Design multicycle_controller_flat, sky130hd; sources not shown.
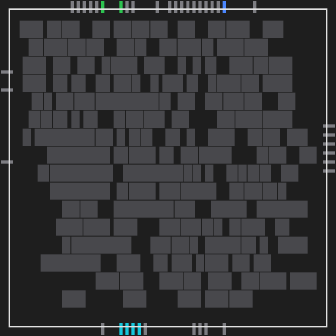
**Above:** run 1 (pin map).
Pins as bars across the die edge, other pins in grey.
- `bus_ALUFlags`: cyan (pins 4; direction input; edge south)
- `bus_RegSrc`: green (pins 2; direction output; edge north)
- `bus_MemWrite`: blue (pins 1; direction output; edge north)
- all pins by edge: 21 north, 10 south, 6 east, 3 west
count of buffers inserted at the top-level ports: 39
Die W: 47.82 um

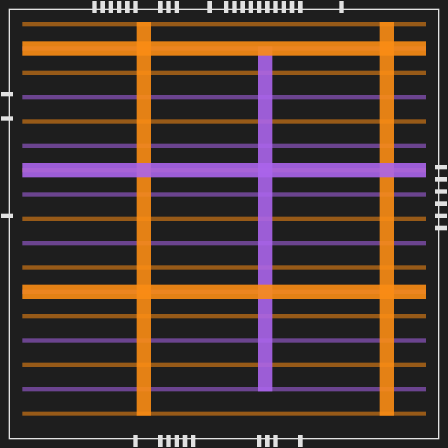
**Above:** run 1 (PDN straps and rails).
Pins as bars on the die edge.
- VDD: purple
- VSS: orange
- rows: 16
- met4 straps: 3
largest voltage drop on the vdd net: 1189 uV
core region area: 1962 um2
Die Height: 47.82 um

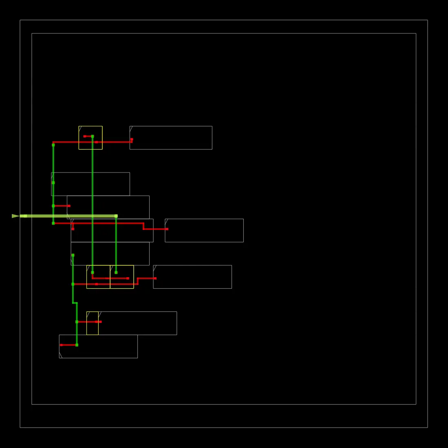
**Above:** run 1 (clock routing).
Inserted Clock Buffers: 3
clock sink count: 9

==> run notes, run 1 <==
Observations from the implementation run.

Cells and area:
- The run gives the sequential cell area as roughly 230 um2.
- The run puts the signed area change from the synthesized netlist to the final layout at 66.17%.
- The finished layout holds 184 standard cells, fillers aside.
- The layout report lists the multi-input gate area as 603.1 um2.
- The layout has 178 filler cells.
- The run puts the fraction of layout cells with a size suffix above 1 at ~37%.
- Per the cell usage report, the commonest logic cells after layout are buf_4, clkdlybuf4s50_1, nor2_1.
- The top cell type in the final layout, fill and taps aside, is buf_4.
- The run gives the count of inserted antenna diode cells as 0.
- The finished design was reported to have a net count of 180.

STA:
- The run puts the least setup slack across all paths after layout at -0.007549 ns.
- The run gives the total negative setup slack as -0.007549 ns.
- Setup repair after global routing could not meet its margin everywhere.
- In the final report, the number of hold violations comes to 0.
- Measured against its own limit, the worst slew margin works out to 74.21%.
- The run gives the ratio of final minimum period to clock period as 100.4%.
- The run puts the maximum clock rate at 513.5 MHz.
- The run puts the setup skew after layout at about 0.0047 ns.
- In the final report, the number of pins over their slew limit comes to 0.
- The run puts the worst hold-check slack at ~0.42 ns.
- The run gives the total setup violations reported at the end of the flow as 1.
- The run puts the actual slew at the worst max-slew pin at 0.3856 ns.
- The run gives the time the worst path needs with I/O delays and setup as 1.948 ns.

Clocking:
- The run gives the cell chosen for the clock root as clkbuf_4.
- The run gives the number of H-tree levels as 1.
- The run gives the quantity of hold-fixing buffers added after cts as 0.
- TritonCTS built the clock tree.
- The run puts the deepest clock path buffer count at 2.
- The run gives the clock transition at the register clock pins on the worst setup and hold paths after CTS as 0.06 ns.
- The run puts the clock network latency to the later pin of the worst-skew pair at 0.25 ns.

Power:
- The run puts the total leakage power at 0.0006231 uW.
- Per the summary, power density relative to cell area is 1179 nW/um2.

Yosys:
- The run puts the sequential fraction of the synthesis area at 26.83%.
- The cell count after synthesis came out at 104.
- The run puts the total of warnings raised by yosys at 6.
- Per the post-synthesis stats, the area per cell is 8.073 um2.
- After synthesis, the largest area contributor takes up ~27% of total cell area.
- The run gives the synthesis-stage register bit count as 9.
- The run gives the post-synthesis cell count from yosys as about 100.
- The main area contributors are dfrtp_1, mux2_2, nor2b_1, nor2_1, a21oi_1.
- The most frequently used library cell after synthesis is nor2_1.
- The synthesis report names the predominant flop master as dfrtp_1.
- Yosys mapped a number of flops with a built-in enable equal to 0.
- The area recorded from the Yosys report for this design is 839.6 um2.
- The run gives the number of library cell types mapped by synthesis as 37.
- Sorting the synthesized cells by how often they occur yields nor2_1, nor2b_1, dfrtp_1, a21oi_1.
- The run gives the biggest area consumer among synthesized cells as dfrtp_1.
- The run gives the netlist area before placement as 839.6 um2.
- The run puts the share of synthesized registers carrying an async set or reset at 100.0%.
- The net count after synthesis is roughly 130.

Placement:
- The run gives the final weighted congestion of routability-driven global placement as 0.7877.
- Before CTS, the worst setup slack after placement is -0.1725 ns.
- The run puts the number of placed instances, taps included at 175.
- According to the dpl log, the detail-placed design has an HPWL of 1771 um.

Worst setup path:
- Along the worst path, the maximum fanout reaches 6.
- The setup path with the least slack is of type register to output port.
- The longest incremental delay of any stage on the critical path is reported as between 0.4 and 0.5 ns.
- The run puts the minimum setup slack among reg-to-reg paths at approximately 0.14 ns.
- For this design, the slowest cell found on the critical path is dfrtp_2.
- The run gives the path depth of the worst reg2reg path as 5.
- STA classifies the critical path endpoint as an output port.
- The worst setup path is launched from a register.
- For reference, the critical path cell chain is nand2_2 > or3_4 > nor4_4 > buf_6.
- The timing report lists the critical path depth as 4 cells.
- The run puts the required time at the worst-slack endpoint at 1.55 ns.
- The run puts the number of buffer and inverter stages on the critical path at 1.
- The run puts the data arrival time of the worst path at 1.56 ns.
- Per STA, the worst path accumulates the most delay in the family simple AND/OR/NAND/NOR gates.

Routing:
- In the final routed layout, each cell accounts on average for 12.29 um.
- The run puts the post-detailed-route DRC marker count at 0.
- The run puts the iteration tally of the first detailed-router pass at 4.
- The run puts the routed wire length at 2262 um.
- The run puts the number of nets with antenna violations after detailed routing at 0.
- The run gives the total via count after detailed routing as 932.
- The detailed router finished its first iteration with 19 violations.
- The routed design shows a via density per instance of 5.065.

Global routing:
- The run gives the global-route wire length before repair as 3029 um.
- The run puts the initial antenna violation count at 0.
- Recorded from the global router log, the overflow total was 0.
- The run gives the maximum number of pins on one net before global-route repair as 11.
- The run puts the overall global routing resource usage at a little under a fifth.
- The run puts the via count of the first global-routing pass at between 700 and 800.

Run status:
- The final reports fail on negative setup slack.
- The run finished, with violations left.

Run:
- The run gives the reported max-cap violation count as 0.
- Warnings raised by the tools during the run amount to 29.

Floorplanning:
- For this configuration, the core starts out at a cell density of 42.79%.
- The run puts the number of I/O pins at 40.
- The floorplan step defined a die boundary enclosing around 2300 um2.
- The run gives the standard-cell row count as 16.

Hold path:
- The run gives the worst hold-check path type as primary input to async pin.
[run 1: where the power goes]
group	leakage (uW)	internal, uW	total [uW]	switching, uW
Combinational	0.000493	513	1170	655
Sequential	0.000115	256	339	82.5
Clock	0.0000150	78.9	138	58.8
Total	0.000623	848	1640	796
[run 1: repair_timing]
action / CTS / global route
pin swaps: 1 / 4
setup buffers: 0 / 5
endpoints found under the setup margin: 4 / 10
gates resized: 5 / 13
[run 1: through the flow]
step                util [%]  total power, uW  cell area [um2]
floorplan                  -             1070            848.3
global placement       65.88             1424             1292
detailed placement     65.88             1445             1292
CTS                    67.47             1572             1324
global route           71.11             1760             1395
finish                 71.11             1644             1395
[run 1: layout make-up]
type / instances / area share [%]
tap: 27 / 2.422
clock buffer: 4 / 1.883
inverter: 2 / 0.5381
sequential: 9 / 16.41
timing repair buffer: 57 / 35.52
multi-input combinational: 85 / 43.23
[run 1: metal layers]
layer	vias up	wire length, um	share of wire (%)	global-route usage, %
met5	-	0	0	0
met3	0	46	2.0	1.132
met2	17	1187	52	31.89
met1	442	1028	45	25.75
met4	0	0	0	5.000
li1	473	-	-	-
[run 1: worst register-to-register path, cell delays in order, from the launching register on]
cell and delay, ns:
dfrtp_2 0.42, nand2_2 0.08, or3_4 0.41, a2111oi_2 0.35, nand2_1 0.14, mux2_2 0.28
[run 1: cells by family after synthesis]
| family | count (synthesis) | synth area share (%) |
|---|---|---|
| AND/OR/NAND/NOR | 50 | 32.05 |
| buffers and inverters | 10 | 5.663 |
| AND-OR/OR-AND | 21 | 18.63 |
| flip-flops | 9 | 26.83 |
| XOR/XNOR | 5 | 5.216 |
| multiplexers | 9 | 11.62 |
**Run 1: gate-type map**

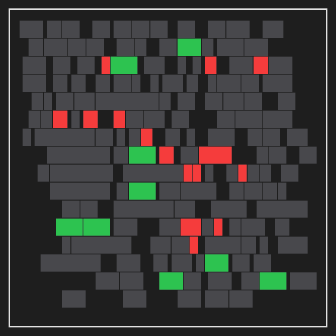

--- run 2 (diff from run 1) ---
- CORE_MARGIN: 1 -> 2
- CORE_UTILIZATION: 40 -> 41
- PLACE_DENSITY: 0.78 -> 0.79
- SYNTH_HIERARCHICAL: 1 -> default
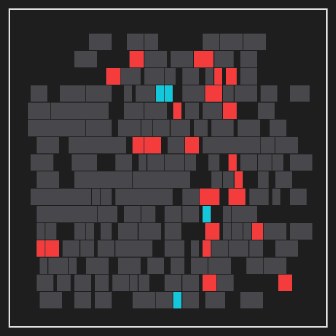
**Above:** run 2 (gate-type map).
- nand cells: red (cells 22; most used nand2_1)
- inv cells: cyan (cells 4; most used inv_1)
Cell Count, Final, Fillers Out: 190
most used logic cell in the final layout: buf_4
logic share of the area: 43.84%

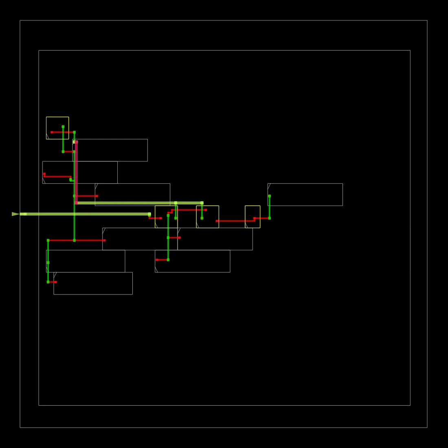
**Above:** run 2 (clock routing).
sequential cell count: 9
Fin Clk Skew: 0.001909 ns
power of the clock network: 141 uW

==> run notes, run 2 <==
Observations from the implementation run.

Placement:
- The run gives the number of placed instances, taps included as 183.
- The run puts the estimated wirelength of the detail-placed design at approximately 1900 um.
- The run gives the count of port buffers added during placement as 39.
- Timing analysis after detailed placement gives a worst setup slack of -0.1271 ns.
- The run puts the final weighted congestion of routability-driven global placement at 0.8541.
- The run puts the instance area at placement at 1319 um2.

Cells and area:
- The run gives the final design area excluding fillers as 1381 um2.
- The finished design was reported to have a net count of 186.
- The run puts the fraction of layout cells with a size suffix above 1 at 28.83%.
- The most common logic cells in the final layout are buf_4, clkdlybuf4s50_1, nor2_1.
- The final antenna diode tally reported by the flow is 0.
- The run puts the utilization after layout at 69.70%.
- The run gives the signed area change from the synthesized netlist to the final layout as 59.77%.

Clocking:
- The run gives the number of clock sinks as 9.
- The run puts the clock network latency to the later pin of the worst-skew pair at 0.26 ns.
- TritonCTS built the clock tree.
- The tree is rooted in a clkbuf_4.
- The run gives the deepest clock path buffer count as 2.
- The run gives the number of buffers inserted during clock tree synthesis as 3.
- CTS built an H-tree with a depth of 1.
- The run puts the clock transition at the register clock pins on the worst setup and hold paths after CTS at 0.06 ns.

STA:
- The run gives the least setup slack across all paths after layout as 0.02814 ns.
- The run gives the worst max-slew margin expressed relative to the limit as between 70 and 80%.
- Setup repair after global routing could not meet its margin everywhere.
- The run puts the number of max-slew violations in the final report at 0.
- The final timing summary puts the cycle share of the worst path at 98.55%.
- The run puts the time the worst path needs with I/O delays and setup at roughly 1.9 ns.
- The run puts the maximum clock rate at 523.1 MHz.
- The run puts the actual slew at the worst max-slew pin at ~0.38 ns.
- The final hold violation count recorded for this run is 0.
- The run gives the total setup violations reported at the end of the flow as 0.

Global routing:
- Entering global routing, the biggest net connects 11 pins.
- The run gives the initial antenna violation count as 0.
- The run puts the via count of the first global-routing pass at about 860.
- The run puts the global-route wire length before repair at 3801 um.
- The run puts the aggregate global routing overflow at 0.
- Global routing used 19.38% of the available tracks across all layers.

Routing:
- The run gives the vias per cell as 5.311.
- The run puts the routed length per placed instance at 12.72 um.
- The run gives the total via count after detailed routing as 1009.
- The run gives the iteration tally of the first detailed-router pass as 4.
- The violation tally recorded at the end of detailed-routing iteration 0 is 16.
- The routed layout reports a DRC error count of 0.
- The run puts the number of nets with antenna violations after detailed routing at 0.
- The run puts the routed wire length at 2417 um.

Worst setup path:
- The run gives the data arrival time of the worst path as 1.52 ns.
- The run puts the required time at the worst-slack endpoint at 1.55 ns.
- The run puts the minimum setup slack among reg-to-reg paths at 0.40 ns.
- The number of cells on the worst reg-to-reg path is 4.
- Looking at the setup timing report, the critical path kind is register to output port.
- STA classifies the critical path endpoint as an output port.
- STA classifies the critical path startpoint as a register.
- The run gives the largest fanout of any net on the critical path as 6.

Power:
- The run gives the group with the largest share of power as combinational logic.
- The run gives the clock network power share as 8.2%.
- The run puts the worst voltage drop across the vdd grid at 958.3 uV.
- The run puts the power per unit of standard cell area at 1245 nW/um2.
- The run puts the combinational power share at 70.6%.
- The run gives the sequential group power as roughly 360 uW.
- The run gives the total leakage power as roughly 0.00061 uW.
- The run puts the share of total power consumed by net switching at 48.31%.
- The run puts the relative contribution of sequential cells to total power at 21.2%.
- The run gives the final total power as 1719 uW.
- The run puts the combinational gate power at 1210 uW.
- The run gives the cell-internal power as 888.8 uW.
- The run gives the switching power of the nets as 830.5 uW.

Hold path:
- According to the hold report, the worst path is of the primary input to async pin type.

Yosys:
- The run gives the number of library cell types mapped by synthesis as 39.
- In the post-synthesis netlist, the cell with the most instances is nor2_1.
- The run puts the number of flops mapped to enable cells by yosys at 0.
- The run gives the share of synthesized registers carrying an async set or reset as 100.0%.
- The run gives the biggest area consumer among synthesized cells as dfrtp_1.
- By area the synthesized netlist is led by dfrtp_1, nor2_1, mux2_2, nor2b_1, mux2i_1.
- The run gives the synthesis-stage register bit count as 9.
- Looking at the cell usage after synthesis, the top flip-flop cell is dfrtp_1.
- The run gives the yosys-reported design area after synthesis as 864.6 um2.
- The run puts the post-synthesis cell count from yosys at around 110.
- The run puts the average footprint of a synthesized cell at 7.789 um2.
- Summing every instance area after synthesis gives approximately 860 um2.
- By count the netlist is led by nor2_1, dfrtp_1, a21oi_1, nand2_1, nor2b_1.
- When the netlist entered floorplanning its net count stood at 133.
- The run gives the top cell type's share of synthesized area as 26.05%.
- The run puts the total of warnings raised by yosys at 0.
- The share of the Yosys chip area taken by registers is 26.05%.
- The run puts the gate count of the mapped netlist at 111.

Floorplanning:
- The run gives the width of the die as 49.92 um.
- The run gives the standard-cell row count as 16.
- The run gives the total core area as 1982 um2.
- The chip occupies 2492 um2.
- The run gives the overall die height as 49.92 um.
- The run puts the share of the core filled by cells before placement at between 40% and 50%.
- The floorplan report gives the top-level pin count as 40.

Run status:
- The run finished with clean final reports.

Run:
- Per the run summary, max-cap violations total 0.
- The run puts the number of warnings the tools reported at 28.
## run 2: cell count changes in the layout (fill, tap and decap cells not counted), moves of 3 or more
cell             delta
nand3b_1            +3
nand2b_1            +3
dlymetal6s2s_1      -3
clkdlybuf4s50_1     +3
## run 2: worst max-delay path, cell delays in order, from the launching register on
cell,delay (ns)
dfrtp_1,0.41
buf_6,0.16
nand2_2,0.08
or2_4,0.27
inv_1,0.08
a21o_1,0.11
buf_4,0.15
## run 2: logic make-up after synthesis
family                    Yosys count  share of synthesized area [%]
and+or+nand+nor                    56                          36.47
AOI/OAI and AO/OA                  24                          18.52
buffers and inverters              11                          6.077
DFF                                 9                          26.05
muxes                               8                          9.841
xor gates and xnor gates            3                          3.040
## run 2: area by class of cell
cell class | count | area [um2]
multi-input combinational | 91 | 605.6
fill | 169 | 600.6
timing repair buffer | 55 | 471.7
sequential | 9 | 227.7
tap | 27 | 33.78
clock buffer | 3 | 22.52
inverter | 4 | 15.01
clock inverter | 1 | 5.005
## run 2: per-stage QoR
step / setup TNS, ns / hold WS [ns]
after floorplan: -0.2728 / 0.09241
after global placement: -0.2578 / 0.5384
after detailed placement: -0.5307 / 0.5433
after CTS: 0 / 0.4175
after global routing: -0.06634 / 0.4430
final: 0 / 0.4131
## run 2: metal layers
layer / GRT usage, % / vias to the layer above / part of all wire (%)
met2: 30.00 / 31 / 48
li1: - / 503 / -
met4: 3.704 / 0 / 0.62
met5: 0 / - / 0
met1: 26.74 / 471 / 45
met3: 5.758 / 4 / 6.2
## run 2: what timing repair did
action	in CTS	in global routing
setup endpoints to repair	7	7
endpoints found under the hold margin	0	0
hold buffers	0	0
buffers inserted	0	3
gates resized	8	6
No activity file was given, so power comes from the tool's default toggle rates.
